## config.mk

```make
export PLATFORM = sky130hd
export DESIGN_NAME = counter_game_param
export DESIGN_NICKNAME = d
export VERILOG_FILES = /design/src/rtl/counter_game_param.sv
export SDC_FILE = /design/constraint.sdc
export NUM_CORES = 1
export LEC_CHECK = 0
export CORE_AREA = 5 5 61 74
export DETAILED_ROUTE_END_ITERATION = 6
export DIE_AREA = 0 0 66 79
export HOLD_SLACK_MARGIN = 0.03
export PLACE_DENSITY = 0.85
export RECOVER_POWER = 50
export SYNTH_ARGS = -nofsm -noshare
export SYNTH_HDL_FRONTEND = slang
export SYNTH_SLANG_ARGS = --single-unit
```

## constraint.sdc

```tcl
create_clock -name clk -period 2.7 [get_ports clk]
set_input_delay 0.405 -clock clk [delete_from_list [all_inputs] [get_ports clk]]
set_output_delay 0.405 -clock clk [all_outputs]
set_load 0.02 [all_outputs]
```

## src/rtl/counter_game_param.sv

```systemverilog
// counter_game_param: parametrised up/down game counter with win/lose tallies
// and an explicit game-over state. A game is started or restarted by `init`.
// `reset` is asynchronous and active-low. `state_dbg` exposes the FSM state:
// 0 = IDLE, 1 = RUN, 2 = OVER.
module counter_game_param #(
    parameter int WIDTH     = 8,
    parameter int TALLY_W   = 4,
    parameter int WIN_LIMIT = 15,
    parameter int STEP_BIG  = 2
) (
    input  logic               clk,
    input  logic               reset,
    input  logic               init,
    input  logic [WIDTH-1:0]   load,
    input  logic [1:0]         ctrl,
    input  logic               enable,
    output logic [WIDTH-1:0]   count,
    output logic               winner,
    output logic               loser,
    output logic [TALLY_W-1:0] win_tally,
    output logic [TALLY_W-1:0] lose_tally,
    output logic               gameover,
    output logic [1:0]         who,
    output logic [1:0]         state_dbg
);

    typedef enum logic [1:0] {
        IDLE = 2'd0,
        RUN  = 2'd1,
        OVER = 2'd2
    } state_t;

    localparam logic [WIDTH-1:0]   STEP_V  = WIDTH'(STEP_BIG);
    localparam logic [WIDTH-1:0]   ONE_W   = WIDTH'(1);
    localparam logic [WIDTH-1:0]   ONES_W  = {WIDTH{1'b1}};
    localparam logic [TALLY_W-1:0] ONE_T   = TALLY_W'(1);
    localparam logic [TALLY_W-1:0] LIMIT_V = TALLY_W'(WIN_LIMIT);

    state_t             state, state_n;
    logic [WIDTH-1:0]   count_n;
    logic               winner_n, loser_n;
    logic [TALLY_W-1:0] win_n, lose_n;
    logic               gameover_n;
    logic [1:0]         who_n;

    logic [WIDTH-1:0]   step_mag;
    logic [WIDTH-1:0]   stepped;
    logic [TALLY_W-1:0] win_inc, lose_inc;

    // ctrl[0] selects the big step, ctrl[1] selects the count direction;
    // the arithmetic wraps modulo 2^WIDTH.
    assign step_mag  = ctrl[0] ? STEP_V : ONE_W;
    assign stepped   = ctrl[1] ? (count - step_mag) : (count + step_mag);
    assign win_inc   = win_tally + ONE_T;
    assign lose_inc  = lose_tally + ONE_T;
    assign state_dbg = state;

    // State and all outputs are registered so pulses line up with the count.
    always_ff @(posedge clk or negedge reset) begin
        if (!reset) begin
            state      <= IDLE;
            count      <= '0;
            winner     <= 1'b0;
            loser      <= 1'b0;
            win_tally  <= '0;
            lose_tally <= '0;
            gameover   <= 1'b0;
            who        <= 2'b00;
        end else begin
            state      <= state_n;
            count      <= count_n;
            winner     <= winner_n;
            loser      <= loser_n;
            win_tally  <= win_n;
            lose_tally <= lose_n;
            gameover   <= gameover_n;
            who        <= who_n;
        end
    end

    // Next state: init restarts the game from any state; only RUN counts.
    // Events compare the new count exactly, so a big step can skip a target.
    always_comb begin
        state_n    = state;
        count_n    = count;
        winner_n   = 1'b0;
        loser_n    = 1'b0;
        win_n      = win_tally;
        lose_n     = lose_tally;
        gameover_n = gameover;
        who_n      = who;
        if (init) begin
            state_n    = RUN;
            count_n    = load;
            win_n      = '0;
            lose_n     = '0;
            gameover_n = 1'b0;
            who_n      = 2'b00;
        end else begin
            case (state)
                IDLE: ;
                OVER: ;
                RUN: begin
                    if (enable) begin
                        count_n = stepped;
                        if (stepped == ONES_W) begin
                            winner_n = 1'b1;
                            win_n    = win_inc;
                            if (win_inc == LIMIT_V) begin
                                state_n    = OVER;
                                gameover_n = 1'b1;
                                who_n      = 2'b01;
                            end
                        end else if (stepped == '0) begin
                            loser_n = 1'b1;
                            lose_n  = lose_inc;
                            if (lose_inc == LIMIT_V) begin
                                state_n    = OVER;
                                gameover_n = 1'b1;
                                who_n      = 2'b10;
                            end
                        end
                    end
                end
                default: state_n = IDLE;
            endcase
        end
    end

endmodule
```

run_1/density.png
Scale: 4 px per um. The die is cut into 7 by 8 equal tiles; white is low, dark blue is high, 0 to 100% covered.
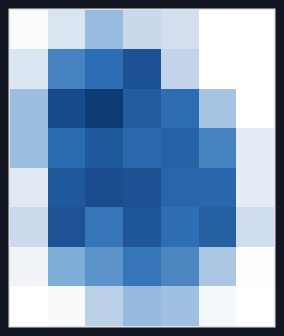
nearly empty tiles: 14%
fullest tile: 96%
mean over tiles: 45%
tiles over 75% full: 34%
emptiest ninth of the die: upper right
floorplan utilization: 0.430
Core Util, Final: 0.635
placeable core area: 0.00378 mm^2

run_1/met1.png
Scale: 4 px per um. Supply wires on this layer in gray.
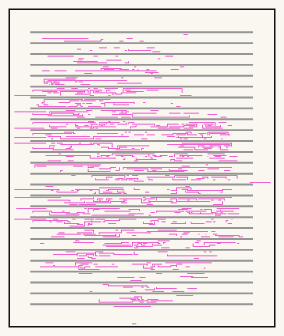
share of all routed wire: 44%
main direction: horizontal
met1 global-route usage: 0.203
detailed-route via count: 1550
Detailed Route WL: 4.17 mm

==> datasheet_impl.txt, run 1 <==
Physical design parameters

Parameter                              Value

Run status
  Run status    finished, final reports clean

Global routing
  Global-route wire length before repair    ~7.0 mm
  Tot GR Track Use    0.168
  Number of antenna violations at the first check in global routing    0
  Gr busiest metal    met2
  Vias in the first global route    roughly 1700
  Global-route track usage on met2    0.306

Layout
  Post-route cell area    ~0.0024 mm^2
  Synthesis-to-layout area growth    47.7%
  Most frequently placed logic cell in the final layout    buf_4
  Total inserted antenna cells    0
  Largest registers ranked by flip-flop count    count (8), lose_tally (4), win_tally (4)
  Clock tree buffer count of the final layout    3
  Layout filler cell count    slightly below 300

Clocking
  Bufs on Longest Clock Path    2
  CTS tree    done
  Post-CTS setup buffers    0
  Root buf cell    clkbuf_8

Drt
  TritonRoute pass-1 iters    2
  Met3 wire len    roughly 76 um
  Total met2 wirelength after detailed routing    around 2.2 mm
  Highest signal layer in the routed design    met4

Power
  Final Total Pwr    between 0.001 and 0.0015 W
  Power per unit of standard cell area    489 mW/mm^2

Hold path
  Cell depth of the worst hold path    2

Placement
  Worst slack at placement    -0.585 ns
  Total cell area at the placement stage    about 0.0023 mm^2
  HPWL reported at the end of detailed placement    slightly above 3 mm
  Final weighted congestion of routability-driven global placement    0.833

Logic synthesis
  Leading cell types by total area after synthesis    dfrtp_1 35%, ha_1 8.5%, a21oi_1 5.5%
  Seq/Total Area, Yosys    0.354
  Synth async-reset ratio    1.00
  Dominant cell type by area after synthesis    dfrtp_1
  Most used flip-flop cell after synthesis    dfrtp_1
  Area share of fa/ha/maj cells after synthesis    0.0968

Critical path
  Crit path buf inv count    1
  Series of cell instances along the critical path    inv_2 -> ha_4 -> fa_2 -> nand2b_4 -> a21o_1 -> a311oi_2 -> nand2_1 -> or3_4 -> nor3_4 -> mux2_4
  Critical-path top delay cell    dfrtp_2
  Origin of the worst setup path    count[0]

Timing
  Hold slack final    approximately 0.52 ns
  Worst max-slew margin expressed relative to the limit    0.141
  Setup Viol. Count Final    0

Floorplanning
  Height of the chip    79 um
  Number of standard-cell rows in the floorplan    25

Job
  Max Cap Viol    0
run_1/final_clocks.png
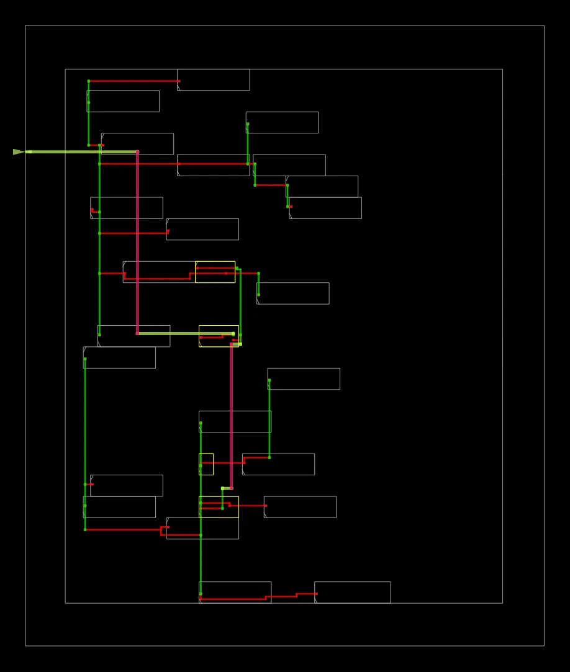
worst skew pair latency: 0.27 ns
count of sequential standard cells: 23

## Run 2: what changed since run 1
SKIP_LAST_GASP = 1   (was unset)
run_2/density.png
Scale: 4 px per um. The die is cut into 7 by 8 equal tiles; white is low, dark blue is high, 0 to 100% covered.
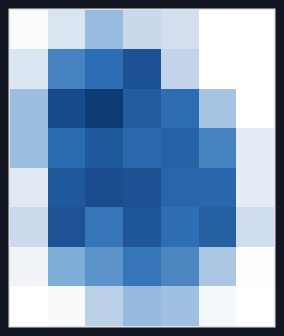
emptiest ninth of the die: upper right
nearly empty tiles: 14%
mean over tiles: 45%
fullest tile: 96%
densest ninth of the die: center

==> run 2 against run 1 <==
Against the previous run:
- routed wire length stayed put
- critical endpoint unchanged
- first-iteration DRC count is the same
- highest routed layer unchanged
- maximum frequency is the same
- critical path depth unchanged
==> datasheet_impl.txt, run 2 <==
Physical design parameters

Parameter                              Value

Logic synthesis
  Synth async-reset ratio    1.00
  Most used flip-flop cell after synthesis    dfrtp_1
  Seq/Total Area, Yosys    0.354
  Leading cell types by total area after synthesis    dfrtp_1 35%, ha_1 8.5%, a21oi_1 5.5%
  Area share of fa/ha/maj cells after synthesis    0.0968

Global routing
  Global-route track usage on met2    0.306
  Number of antenna violations at the first check in global routing    0
  Gr busiest metal    met2
  Vias in the first global route    between 1500 and 2000
  Global-route wire length before repair    between 7 and 8 mm
  Met1 global-route usage    0.203

Hold path
  Cell depth of the worst hold path    2

Drt
  Detailed Route WL    between 4 and 5 mm
  Detailed-route via count    1550
  Met3 wire len    between 70 and 80 um
  Total met2 wirelength after detailed routing    2.19 mm
  Highest signal layer in the routed design    met4

Clocking
  Post-CTS setup buffers    0
  Worst skew pair latency    between 0.2 and 0.3 ns
  CTS tree    done

Critical path
  Series of cell instances along the critical path    inv_2 -> ha_4 -> fa_2 -> nand2b_4 -> a21o_1 -> a311oi_2 -> nand2_1 -> or3_4 -> nor3_4 -> mux2_4
  Origin of the worst setup path    count[0]
  Critical-path top delay cell    dfrtp_2

Layout
  Most frequently placed logic cell in the final layout    buf_4
  Layout filler cell count    296
  Synthesis-to-layout area growth    47.7%
  Core Util, Final    0.635

Placement
  Worst slack at placement    -0.585 ns
  Final weighted congestion of routability-driven global placement    ~0.83
  HPWL reported at the end of detailed placement    3.11 mm

Floorplanning
  Placeable core area    roughly 0.0038 mm^2
  Floorplan utilization    0.430
  Number of standard-cell rows in the floorplan    25

Power
  Power per unit of standard cell area    489 mW/mm^2

Job
  Max Cap Viol    0

Run status
  Run status    finished, final reports clean

Timing
  Worst max-slew margin expressed relative to the limit    0.141
  Setup Viol. Count Final    0
run_2/final_clocks.png
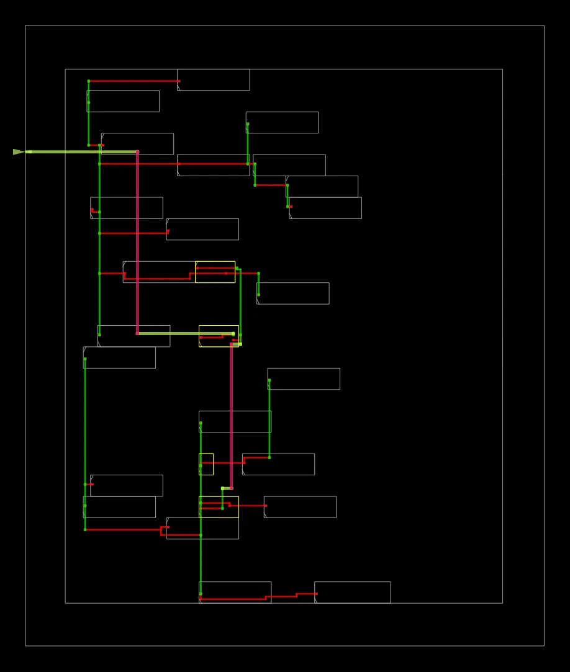
clock tree buffer count of the final layout: 3
clock distribution power: 0.000216 W
number of buffers created by CTS: 3

No activity file was given, so power comes from the tool's default toggle rates.
